### config.mk
export PLATFORM = sky130hd
export DESIGN_NAME = cpu_run_ctrl_flat
export DESIGN_NICKNAME = d
export VERILOG_FILES = /design/src/rtl/cpu_run_ctrl_pkg.sv /design/src/rtl/cpu_run_ctrl_if.sv /design/src/rtl/cpu_run_ctrl_pacer.sv /design/src/rtl/cpu_run_ctrl.sv /design/src/flat_wrapper.sv
export SDC_FILE = /design/constraint.sdc
export NUM_CORES = 1
export LEC_CHECK = 0
export ABC_AREA = 1
export CORE_MARGIN = 10
export CORE_UTILIZATION = 55
export CTS_BUF_LIST = sky130_fd_sc_hd__clkbuf_8
export CTS_CLUSTER_DIAMETER = 60
export DETAILED_ROUTE_END_ITERATION = 7
export GPL_TIMING_DRIVEN = 0
export PLACE_DENSITY = 0.89
export SLEW_MARGIN = 20
export SYNTH_ARGS = -nofsm -noshare
export SYNTH_HDL_FRONTEND = slang
export SYNTH_SLANG_ARGS = --single-unit
### constraint.sdc
create_clock -name clk -period 3.7 [get_ports clk]
set_input_delay 0.37 -clock clk [delete_from_list [all_inputs] [get_ports clk]]
set_output_delay 0.37 -clock clk [all_outputs]
set_load 0.005 [all_outputs]
### src/rtl/cpu_run_ctrl_pkg.sv
// Shared encodings for the run controller and the LED/peek display mux.
package cpu_run_ctrl_pkg;

  typedef enum logic [2:0] {
    ST_INIT = 3'd0,
    ST_IDLE = 3'd1,
    ST_RUN  = 3'd2,
    ST_HALT = 3'd3
  } state_t;

  typedef enum logic [1:0] {
    CAUSE_NONE  = 2'd0,
    CAUSE_DONE  = 2'd1,
    CAUSE_BP    = 2'd2,
    CAUSE_LIMIT = 2'd3
  } cause_t;

endpackage

### src/rtl/cpu_run_ctrl_if.sv
// Board-side controls, core-side status and display outputs of the run controller.
interface cpu_run_ctrl_if #(
  parameter int PC_W  = 32,
  parameter int CNT_W = 32
);
  logic             step_tick;
  logic             run_req;
  logic             restart;
  logic             bp_en;
  logic [PC_W-1:0]  bp_addr;
  logic [PC_W-1:0]  cpu_pc;
  logic             cpu_done;
  logic [CNT_W-1:0] cycle_limit;
  logic             cpu_en;
  logic             cpu_reset;
  logic [2:0]       state;
  logic [1:0]       stop_cause;
  logic [CNT_W-1:0] instr_count;

  modport master (
    output step_tick, run_req, restart, bp_en, bp_addr, cpu_pc, cpu_done, cycle_limit,
    input  cpu_en, cpu_reset, state, stop_cause, instr_count
  );

  modport slave (
    input  step_tick, run_req, restart, bp_en, bp_addr, cpu_pc, cpu_done, cycle_limit,
    output cpu_en, cpu_reset, state, stop_cause, instr_count
  );
endinterface

### src/rtl/cpu_run_ctrl_pacer.sv
// Free-run prescaler: counts 0..RUN_PERIOD-1 while clr is low, tick high at terminal count.
module run_pacer #(
  parameter int RUN_PERIOD = 12500000
) (
  input  logic clk,
  input  logic reset,
  input  logic clr,
  output logic tick
);
  localparam int W = (RUN_PERIOD > 2) ? $clog2(RUN_PERIOD) : 1;

  logic [W-1:0] cnt;

  assign tick = (cnt == W'(RUN_PERIOD - 1));

  always_ff @(posedge clk or negedge reset) begin
    if (!reset)          cnt <= '0;
    else if (clr || tick) cnt <= '0;
    else                 cnt <= cnt + 1'b1;
  end
endmodule

### src/rtl/cpu_run_ctrl.sv
// Gates the single-cycle core with one-clk enable pulses: step, paced run, breakpoint,
// cycle budget and done detection; pulse and counter update land in the same cycle.
module cpu_run_ctrl
  import cpu_run_ctrl_pkg::*;
#(
  parameter int PC_W       = 32,
  parameter int CNT_W      = 32,
  parameter int RUN_PERIOD = 12500000,
  parameter int RST_CYCLES = 4
) (
  input  logic           clk,
  input  logic           reset,
  cpu_run_ctrl_if.slave  bus
);
  localparam int RW = (RST_CYCLES > 1) ? $clog2(RST_CYCLES) : 1;

  state_t           st, st_nx;
  cause_t           cause, cause_nx;
  logic [RW-1:0]    rst_cnt;
  logic [CNT_W-1:0] cnt;
  logic             run_q, run_rise, tick;
  logic             cpu_en_q, pulse, step_ok;
  logic             bp_skip, bp_skip_nx;
  logic             bp_hit, lim_hit, resumable;

  run_pacer #(.RUN_PERIOD(RUN_PERIOD)) u_pacer (
    .clk   (clk),
    .reset (reset),
    .clr   (st != ST_RUN),
    .tick  (tick)
  );

  assign run_rise  = bus.run_req & ~run_q;
  // a step arriving right behind a pulse is dropped so enables never abut
  assign step_ok   = bus.step_tick & ~cpu_en_q;
  assign bp_hit    = bus.bp_en && (bus.cpu_pc == bus.bp_addr) && !bp_skip;
  assign lim_hit   = (bus.cycle_limit != '0) && (cnt >= bus.cycle_limit);
  assign resumable = (cause == CAUSE_BP) || (cause == CAUSE_LIMIT);

  always_ff @(posedge clk or negedge reset) begin
    if (!reset) st <= ST_INIT;
    else        st <= st_nx;
  end

  always_comb begin
    st_nx = st;
    if (bus.restart) begin
      st_nx = ST_INIT;
    end else begin
      case (st)
        ST_INIT: if (rst_cnt == RW'(RST_CYCLES - 1)) st_nx = ST_IDLE;
        ST_IDLE: if (run_rise) st_nx = ST_RUN;
        ST_RUN: begin
          if (!bus.run_req)                                  st_nx = ST_IDLE;
          else if (tick && (bus.cpu_done || bp_hit || lim_hit)) st_nx = ST_HALT;
        end
        ST_HALT: if (run_rise && resumable) st_nx = ST_RUN;
        default: st_nx = ST_INIT;
      endcase
    end
  end

  always_comb begin
    pulse      = 1'b0;
    cause_nx   = cause;
    bp_skip_nx = bp_skip;
    if (bus.restart) begin
      cause_nx   = CAUSE_NONE;
      bp_skip_nx = 1'b0;
    end else begin
      case (st)
        ST_IDLE: begin
          if (run_rise)                         cause_nx = CAUSE_NONE;
          else if (step_ok && !bus.cpu_done)    pulse    = 1'b1;
        end
        ST_RUN: begin
          if (bus.run_req && tick) begin
            if (bus.cpu_done)  cause_nx = CAUSE_DONE;
            else if (bp_hit)   cause_nx = CAUSE_BP;
            else if (lim_hit)  cause_nx = CAUSE_LIMIT;
            else               pulse    = 1'b1;
          end
        end
        ST_HALT: begin
          if (resumable) begin
            if (run_rise) begin
              cause_nx = CAUSE_NONE;
              // let the instruction sitting on the breakpoint execute once
              if (cause == CAUSE_BP) bp_skip_nx = 1'b1;
            end else if (step_ok) begin
              pulse = 1'b1;
            end
          end
        end
        default: ;
      endcase
    end
    if (pulse) bp_skip_nx = 1'b0;
  end

  always_ff @(posedge clk or negedge reset) begin
    if (!reset) begin
      rst_cnt  <= '0;
      run_q    <= 1'b0;
      cpu_en_q <= 1'b0;
      cnt      <= '0;
      cause    <= CAUSE_NONE;
      bp_skip  <= 1'b0;
    end else begin
      rst_cnt  <= (st == ST_INIT && st_nx == ST_INIT) ? rst_cnt + 1'b1 : '0;
      run_q    <= bus.run_req;
      cpu_en_q <= pulse;
      cause    <= cause_nx;
      bp_skip  <= bp_skip_nx;
      if (bus.restart)               cnt <= '0;
      else if (pulse && cnt != '1)   cnt <= cnt + 1'b1;
    end
  end

  assign bus.cpu_en      = cpu_en_q;
  assign bus.cpu_reset   = (st == ST_INIT);
  assign bus.state       = st;
  assign bus.stop_cause  = cause;
  assign bus.instr_count = cnt;
endmodule

### src/flat_wrapper.sv
// flat-port wrapper written by rule: the top's interface ports become plain ports
module cpu_run_ctrl_flat import cpu_run_ctrl_pkg::*;
#(
  parameter int PC_W       = 32,
  parameter int CNT_W      = 32,
  parameter int RUN_PERIOD = 12500000,
  parameter int RST_CYCLES = 4
)
  (clk, reset, bus_step_tick, bus_run_req, bus_restart, bus_bp_en, bus_bp_addr, bus_cpu_pc, bus_cpu_done, bus_cycle_limit, bus_cpu_en, bus_cpu_reset, bus_state, bus_stop_cause, bus_instr_count);
  cpu_run_ctrl_if #(.PC_W(PC_W), .CNT_W(CNT_W)) bus_i ();
  input  logic clk;
  input  logic reset;
  input wire logic [$bits(bus_i.step_tick)-1:0] bus_step_tick;
  input wire logic [$bits(bus_i.run_req)-1:0] bus_run_req;
  input wire logic [$bits(bus_i.restart)-1:0] bus_restart;
  input wire logic [$bits(bus_i.bp_en)-1:0] bus_bp_en;
  input wire logic [$bits(bus_i.bp_addr)-1:0] bus_bp_addr;
  input wire logic [$bits(bus_i.cpu_pc)-1:0] bus_cpu_pc;
  input wire logic [$bits(bus_i.cpu_done)-1:0] bus_cpu_done;
  input wire logic [$bits(bus_i.cycle_limit)-1:0] bus_cycle_limit;
  output wire logic [$bits(bus_i.cpu_en)-1:0] bus_cpu_en;
  output wire logic [$bits(bus_i.cpu_reset)-1:0] bus_cpu_reset;
  output wire logic [$bits(bus_i.state)-1:0] bus_state;
  output wire logic [$bits(bus_i.stop_cause)-1:0] bus_stop_cause;
  output wire logic [$bits(bus_i.instr_count)-1:0] bus_instr_count;
  assign bus_i.step_tick = bus_step_tick;
  assign bus_i.run_req = bus_run_req;
  assign bus_i.restart = bus_restart;
  assign bus_i.bp_en = bus_bp_en;
  assign bus_i.bp_addr = bus_bp_addr;
  assign bus_i.cpu_pc = bus_cpu_pc;
  assign bus_i.cpu_done = bus_cpu_done;
  assign bus_i.cycle_limit = bus_cycle_limit;
  assign bus_cpu_en = bus_i.cpu_en;
  assign bus_cpu_reset = bus_i.cpu_reset;
  assign bus_state = bus_i.state;
  assign bus_stop_cause = bus_i.stop_cause;
  assign bus_instr_count = bus_i.instr_count;
  cpu_run_ctrl #(.PC_W(PC_W), .CNT_W(CNT_W), .RUN_PERIOD(RUN_PERIOD), .RST_CYCLES(RST_CYCLES)) u_core (.clk(clk), .reset(reset), .bus(bus_i));
endmodule
Run 1, routed metal, one color a layer:
Drawn at 2 px/um.
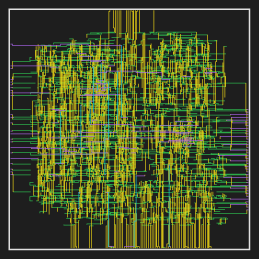
legend:
  yellow:
    layer: metal 2
    wire_length: 8,300 um
  cyan:
    layer: metal 4
    wire_length: 336 um
  purple:
    layer: metal 3
    wire_length: 851 um
  green:
    layer: metal 1
    wire_length: 7,080 um
overall routed net length: 16.6 mm
Avg WL per Cell: 14.8 um
via count: 5,865

Run 1, the clock network:
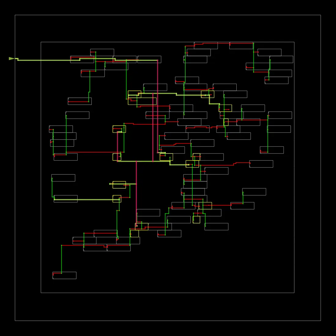
worst clock skew on the final layout: 0.0101 ns
number of flip-flops and latches: 66
Skew-Pair Late Insertion Delay: 0.36 ns
tally of clock buffers in the finished layout: 9
power drawn by the clock network: 642 uW

==> flow_metrics.rpt, run 1 <==
IMPLEMENTATION SUMMARY REPORT
----------------------------------------------------
[Worst setup path]
  Setup slack on the worst flop-to-flop path ........................ 0.89 ns
  Critical path type ........................ flop to flop
  CP Data Required Time ........................ 3.99 ns
  Cell count of the worst reg-to-reg path ........................ 17
  Most frequent CP cell ........................ nand2_1
  Startpoint kind of the worst setup timing path ........................ flop
  Element type at the critical path end ........................ flop
  Endpoint arrival time on the critical path ........................ 3.09 ns
  Crit-path max FO ........................ 10
  Slowest cell on the critical path ........................ dfrtp_1
  Worst-path cell chain ........................ ha_1 -> a21oi_1 -> nor2_1 -> nor2_1 -> nand2_1 -> nand2_1 -> nand2_1 -> nand2_1 -> nand2_1 -> nand2_1 -> nand2_1 -> o21ai_2 -> nand3_4 -> nand2_4 -> buf_6 -> nand2_1 -> nand2_1
  Max incr delay on CP ........................ 0.52 ns

[GRT]
  Number of global-route vias before repair ........................ 5,827
  Wire length of the first global-routing pass ........................ 27.2 mm
  Maximum number of pins on one net before global-route repair ........................ 57
  Total global routing track utilization ........................ 23.0%
  Total grt overflow ........................ 0
  Initial antenna violation count ........................ 0

[Power and ir drop]
  Comb pwr share ........................ 15.7%
  Power share of the sequential group ........................ 44.8%
  Power dissipated in combinational cells ........................ 255 uW
  Flip-flop and latch power ........................ 728 uW
  Internal power ........................ 1180 uW
  Clock power frac ........................ 39.5%
  P_leak ........................ 0.00340 uW
  Post-layout total power ........................ 1620 uW
  Top power consumer group ........................ sequential cells
  Switching power share of the total ........................ 27.2%
  Switching power total ........................ 442 uW
  Total power density per cell area ........................ 224 nW/um2
  Highest ir drop seen on vdd ........................ 0.145 mV

[Timing]
  Peak clock frequency supported by timing ........................ 356 MHz
  Worst slack on hold paths ........................ 0.391 ns
  Final max-slew violation count ........................ 0
  Setup_tns ........................ 0 ns
  Final number of setup-violating endpoints ........................ 0
  Final critical path time including I/O delays and setup ........................ 2.81 ns
  Actual slew at the worst max-slew pin ........................ 0.596 ns
  RSZ-0062 raised after global routing ........................ false
  Worst max-slew margin expressed relative to the limit ........................ 59.9%
  Final Hold Viols ........................ 0
  Final worst-path cycle share ........................ 75.8%
  Final setup margin ........................ 0.895 ns

[Drt]
  Tally of nets with antenna violations remaining after routing ........................ 0
  Via density ........................ 5.25
  Post-detailed-route DRC marker count ........................ 0
  Total iterations of the first detailed-routing run ........................ 5
  DRT iter0 DRCs ........................ 483

[Worst hold path]
  Hold WC Path Type ........................ input port to asynchronous set/reset pin

[Final layout]
  Final-layout fill cell count ........................ 793
  Finished Core Util ........................ 74.8%
  Synth-to-Final Area Change ........................ 33.4%
  Share of layout cells above drive strength 1 ........................ 4.98%
  Cell area after layout ........................ 7240 um2
  Final layout net count ........................ 1,117
  MI comb area ........................ 3210 um2
  Area used by sequential logic in the layout ........................ 1650 um2
  Number of diodes ........................ 0
  Filler-free cell count of the finished design ........................ 1,117

[Floorplanning]
  Floorplan utilization ........................ 56.1%
  Count of boundary I/O pins ........................ 142
  Horizontal die size ........................ 119 um
  Chip Footprint ........................ 14,200 um2
  Height of the chip ........................ 119 um
  Row count ........................ 36
  Area inside the core boundary ........................ 9680 um2

[Yosys]
  Post-synthesis register bit count ........................ 66
  Yosys top cell by instances ........................ nand2_1
  Mapped cell area ........................ 5430 um2
  Cell variety after synth ........................ 39
  Largest combinational cell category by area ........................ simple AND/OR/NAND/NOR gates
  Post-Syn Nets ........................ 963
  Post-Syn Area per Cell ........................ 6.58 um2
  Synth top area cells ........................ dfrtp_1 30%, nand2_1 16%, ha_1 8.1%
  Xor and xnor area share after synthesis ........................ 6.29%
  EDFF count, synth ........................ 0
  Portion of synthesized cell area occupied by the leading cell type ........................ 30.4%
  Fraction of the mapped netlist area in simple logic gates ........................ 38.0%
  Chip area estimate from yosys synthesis ........................ 5430 um2
  Mux cell area share after synthesis ........................ 0%
  Ys Warns ........................ 0
  Adder and majority gate portion of the synthesized area ........................ 8.07%
  List of most frequent post-synthesis cells ........................ 228 x nand2_1, 109 x inv_1, 109 x nor2_1
  Share of synthesized area occupied by flip-flops and latches ........................ 30.4%
  Async SR Flop Fraction ........................ 100%
  Dominant cell type by area after synthesis ........................ dfrtp_1
  Number of standard cells reported by yosys ........................ 825
  Area fraction in compound gates ........................ 6.78%
  Gate count of the mapped netlist ........................ 825
  Main synth FF type ........................ dfrtp_1

[Clock tree]
  TritonCTS clock tree ........................ done
  CTS clock-pin slew for the worst setup and hold paths ........................ 0.09 ns
  Total clock buffers created by CTS ........................ 9
  CTS H-Tree Depth ........................ 3
  Max Root-Sink Buffers ........................ 2
  Buffers inserted during post-CTS setup optimization ........................ 0
  Number of resized instances in the post-cts repair step ........................ 0
  Clock tree root buffer cell ........................ clkbuf_8
  Hold buffer count at cts ........................ 1
  # clock sinks ........................ 66

[Run]
  Number of warning messages in the logs ........................ 26
  Tally of max-capacitance violations ........................ 0

[Run status]
  Status ........................ finished, final reports clean

[Place]
  Final HPWL DP ........................ 13.6 mm
  Port Buffers ........................ 141
  Standard cell area after detailed placement ........................ 7030 um2
  Placed Cells incl. Taps ........................ 1,100
  DP Worst Slack ........................ 0.636 ns
  Routability cong. ........................ 0.929

----------------------------------------------------
Run 1, the metal 3 layer:
Drawn at 4 px/um.
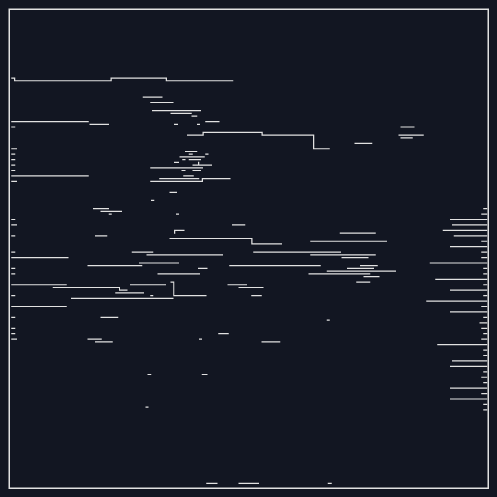
wire length on this layer: 851 um
share of all routed wire: 5.1%

Run 1, gate families picked out:
Drawn at 2 px/um.
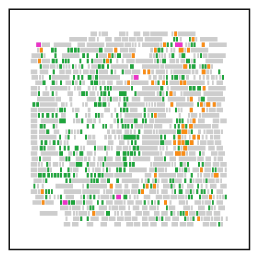
legend:
  green:
    family: nand cells
    cells: 312
    most_used: nand2_1
  magenta:
    family: non-inverting ao/oa cells
    cells: 5
  orange:
    family: aoi and oai cells
    cells: 61
    most_used: a21oi_1

## run 1: cell type report
class / instances / share of cell area [%]
Inverter: 128 / 6.63
Timing Repair Buffer: 143 / 20.0
Clock inverter: 7 / 1.05
Clock buffer: 9 / 1.71
Multi-Input combinational cell: 616 / 44.4
Buffer: 15 / 1.14
Sequential cell: 66 / 22.8
Tap cell: 133 / 2.30
## run 1: routing by layer
metal / vias up / global-route usage (%) / part of all wire, %
met3: 31 / 4.49 / 5.1
met4: 0 / 7.47 / 2.0
met2: 198 / 40.6 / 50
met5: - / 0 / 0
li1: 2961 / - / -
met1: 2675 / 27.5 / 43
## run 1: flip-flops by register name, summed over array words and instances, names as in the netlist
name	cells
u_core.bp_skip	1
u_core.run_q	1
u_core.bus.instr_count	32
u_core.bus.cpu_en	1
u_core.bus.state	3
u_core.rst_cnt	2
u_core.u_pacer.cnt	24
u_core.bus.stop_cause	2
## run 1: final timing paths
check                                          start                        end
max                        u_core.bus.instr_count[5]  u_core.bus.instr_count[6]
min in group clk                   u_core.rst_cnt[0]          u_core.rst_cnt[0]
min reg2reg                        u_core.rst_cnt[0]          u_core.rst_cnt[0]
max reg2reg                u_core.bus.instr_count[5]  u_core.bus.instr_count[6]
max in group asynchronous                      reset  u_core.bus.instr_count[0]
min                                            reset     u_core.u_pacer.cnt[17]
## run 1: cell usage in the layout, fill, tap and decap left out, types with 22 or more instances in the layout
master	n
ha_1	35
xor2_1	22
nor3_1	34
a21oi_1	28
inv_1	109
nor2_1	109
clkdlybuf4s50_1	140
nand4_1	30
nand2_1	228
dfrtp_1	66
nand3_1	48
## run 1: critical path, delay by kind of cell, from the launching register on
family                     cells  cell delay, ns
buffers and inverters          1            0.16
and+or+nand+nor               13            1.19
DFF                            1            0.52
adders and majority gates      1            0.36
AOI/OAI and AO/OA              2            0.52
==> run 1 -> run 2 <==
--- a/config.mk
+++ b/config.mk
@@ -7,12 +7,12 @@
 export LEC_CHECK = 0
 export ABC_AREA = 1
 export CORE_MARGIN = 10
-export CORE_UTILIZATION = 55
+export CORE_UTILIZATION = 46
 export CTS_BUF_LIST = sky130_fd_sc_hd__clkbuf_8
 export CTS_CLUSTER_DIAMETER = 60
 export DETAILED_ROUTE_END_ITERATION = 7
 export GPL_TIMING_DRIVEN = 0
-export PLACE_DENSITY = 0.89
+export PLACE_DENSITY = 0.79
 export SLEW_MARGIN = 20
 export SYNTH_ARGS = -nofsm -noshare
 export SYNTH_HDL_FRONTEND = slang
==> constraint.sdc (replaced) <==
create_clock -name clk -period 2.5 [get_ports clk]
set_input_delay 0.25 -clock clk [delete_from_list [all_inputs] [get_ports clk]]
set_output_delay 0.25 -clock clk [all_outputs]
set_load 0.005 [all_outputs]
==> run 2 against run 1 <==
Compared with the run above: the flow now finishes with violations (negative setup slack); critical endpoint is now u_core.bus.instr_count[3]; sequential share of layout area down 2.1 points; area after synthesis unchanged; critical path type unchanged; non-clock buffer count up 56; worst hold slack worse by 0.077 ns; clock skew up 0.0019 ns.
==> flow_metrics.rpt, run 2 <==
IMPLEMENTATION SUMMARY REPORT
----------------------------------------------------
[Timing]
  Final number of setup-violating endpoints ........................ 17
  Worst slack on hold paths ........................ 0.314 ns
  Peak clock frequency supported by timing ........................ 392 MHz
  Final Hold Viols ........................ 0
  Worst clock skew on the final layout ........................ 0.0120 ns
  Final setup margin ........................ -0.0515 ns
  Final worst-path cycle share ........................ 102%
  RSZ-0062 raised after global routing ........................ true
  Setup_tns ........................ -0.328 ns
  Final max-slew violation count ........................ 0
  Worst max-slew margin expressed relative to the limit ........................ 61.8%
  Final critical path time including I/O delays and setup ........................ 2.55 ns

[Worst setup path]
  Endpoint arrival time on the critical path ........................ 2.79 ns
  Crit-path max FO ........................ 7
  Element type at the critical path end ........................ flop
  Reg2reg start ........................ u_core.bus.instr_count[1]
  Source of the critical timing path ........................ u_core.bus.instr_count[1]
  Worst setup path endpoint ........................ u_core.bus.instr_count[3]
  Critical path type ........................ flop to flop
  Startpoint kind of the worst setup timing path ........................ flop
  Setup slack on the worst flop-to-flop path ........................ -0.05 ns
  CP Data Required Time ........................ 2.74 ns

[Yosys]
  Cell variety after synth ........................ 39
  Xor and xnor area share after synthesis ........................ 6.29%
  Area fraction in compound gates ........................ 6.78%
  Chip area estimate from yosys synthesis ........................ 5430 um2
  Portion of synthesized cell area occupied by the leading cell type ........................ 30.4%
  Async SR Flop Fraction ........................ 100%
  Post-Syn Area per Cell ........................ 6.58 um2
  Synth top area cells ........................ dfrtp_1 30%, nand2_1 16%, ha_1 8.1%
  Adder and majority gate portion of the synthesized area ........................ 8.07%
  Yosys top cell by instances ........................ nand2_1
  Number of standard cells reported by yosys ........................ 825
  Mux cell area share after synthesis ........................ 0%
  Gate count of the mapped netlist ........................ 825
  Main synth FF type ........................ dfrtp_1
  Ys Warns ........................ 0
  Fraction of the mapped netlist area in simple logic gates ........................ 38.0%
  Mapped cell area ........................ 5430 um2
  List of most frequent post-synthesis cells ........................ 228 x nand2_1, 109 x inv_1, 109 x nor2_1
  Post-synthesis register bit count ........................ 66
  Largest combinational cell category by area ........................ simple AND/OR/NAND/NOR gates
  EDFF count, synth ........................ 0
  Post-Syn Nets ........................ 963

[Power and ir drop]
  Switching power total ........................ 640 uW
  Comb pwr share ........................ 16.6%
  Switching power share of the total ........................ 25.6%
  Total power density per cell area ........................ 308 nW/um2
  Clock power frac ........................ 40.3%
  Highest ir drop seen on vdd ........................ 0.322 mV
  P_leak ........................ 0.00371 uW
  Top power consumer group ........................ sequential cells
  Internal power ........................ 1860 uW
  Post-layout total power ........................ 2500 uW

[Floorplanning]
  Floorplan utilization ........................ 47.3%
  Height of the chip ........................ 129 um
  Row count ........................ 39

[Place]
  Final HPWL DP ........................ 13.5 mm
  Routability cong. ........................ 0.993
  Standard cell area after detailed placement ........................ 7040 um2

[Run]
  Number of warning messages in the logs ........................ 27

[Clock tree]
  Max Root-Sink Buffers ........................ 2
  TritonCTS clock tree ........................ done
  CTS H-Tree Depth ........................ 3
  # clock sinks ........................ 66
  CTS clock-pin slew for the worst setup and hold paths ........................ 0.08 ns
  Skew-Pair Late Insertion Delay ........................ 0.36 ns
  Total clock buffers created by CTS ........................ 9

[Drt]
  Avg WL per Cell ........................ 15.5 um
  Uppermost signal routing layer after detailed routing ........................ met4
  Overall routed net length ........................ 18.3 mm
  Via density ........................ 5.23
  Total iterations of the first detailed-routing run ........................ 5
  Post-detailed-route DRC marker count ........................ 0
  Met1 wire length ........................ 7.27 mm
  Detailed-routed wire length on met3 ........................ 1.21 mm
  Tally of nets with antenna violations remaining after routing ........................ 0
  Routed length on met2 ........................ 9.48 mm

[Run status]
  Failing checks ........................ negative setup slack
  Status ........................ finished with violations

[Final layout]
  Final layout net count ........................ 1,174
  Final-layout fill cell count ........................ 946
  Finished Core Util ........................ 70.9%
  Area used by sequential logic in the layout ........................ 1680 um2
  Cell area after layout ........................ 8130 um2
  Share of layout cells above drive strength 1 ........................ 17.4%
  Number of flip-flops under the largest register name ........................ 32
  MI comb area ........................ 3560 um2
  Most instantiated logic cells after routing ........................ 201 x nand2_1, 140 x clkdlybuf4s50_1, 109 x inv_1

[GRT]
  Initial antenna violation count ........................ 0
  Met2 Use GR ........................ 35.6%
  Total global routing track utilization ........................ 19.8%
  Peak-usage layer in the global routing report ........................ met2

----------------------------------------------------
## run 2: through the flow
stage | std cells | worst slack [ns]
5_1_grt | 1184 | -0.121
4_1_cts | 1135 | 0.00798
2_1_floorplan | 825 | 0.276
3_3_place_gp | 1109 | -1.02
6_report | 1184 | -0.0515
3_5_place_dp | 1110 | -0.460
## run 2: what timing repair did
| item | 4_1_cts | 5_1_grt |
|---|---|---|
| pin swaps | 4 | 25 |
| cloned | 0 | 3 |
| setup buffers | 8 | 46 |
| endpoints found under the setup margin | 32 | 37 |
| endpoints found under the hold margin | 19 | 0 |
| gates resized | 11 | 82 |
| hold buffers | 1 | 0 |
## run 2: worst max-delay path, cell delays in order, from the launching register on
cell and delay, ns:
dfrtp_1 0.39, buf_6 0.12, ha_4 0.14, nand3_4 0.09, nor2_4 0.16, nand2_4 0.08
nor2_4 0.15, nand3_4 0.10, nor3_2 0.17, nand4_1 0.14, nor2_2 0.17, nand2_2 0.10
nand3_4 0.19, nand2_8 0.12, clkbuf_16 0.18, nand2_2 0.05, nand2_1 0.06
## run 2: worst min-delay path by stage
stage                                  end  slack (ns)               from  cells past startpoint
floorplan                   u_core.bp_skip       -0.05              reset                      0
global placement         u_core.rst_cnt[0]        0.43  u_core.rst_cnt[0]                      1
detailed placement     u_core.bus.state[1]        0.16              reset                      1
CTS                 u_core.u_pacer.cnt[22]        0.31              reset                      2
global route        u_core.u_pacer.cnt[16]        0.34              reset                      2
finish               u_core.u_pacer.cnt[2]        0.31              reset                      2
## run 2: cell type report
class | instances | share of cell area (%)
tap | 143 | 2.20
inverter | 128 | 5.91
clock inverter | 7 | 1.14
multi-input combinational | 617 | 43.8
buffer | 15 | 1.25
timing repair buffer | 199 | 23.5
clock buffer | 9 | 1.52
sequential | 66 | 20.7
Run 2, gate families picked out:
Drawn at 2 px/um.
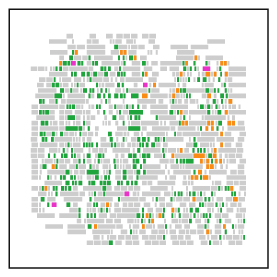
combinational share of cell area: 43.8%
dominant logic cell type in the layout: nand2_1
filler-free cell count of the finished design: 1,184

Power and IR drop assume default switching activity.
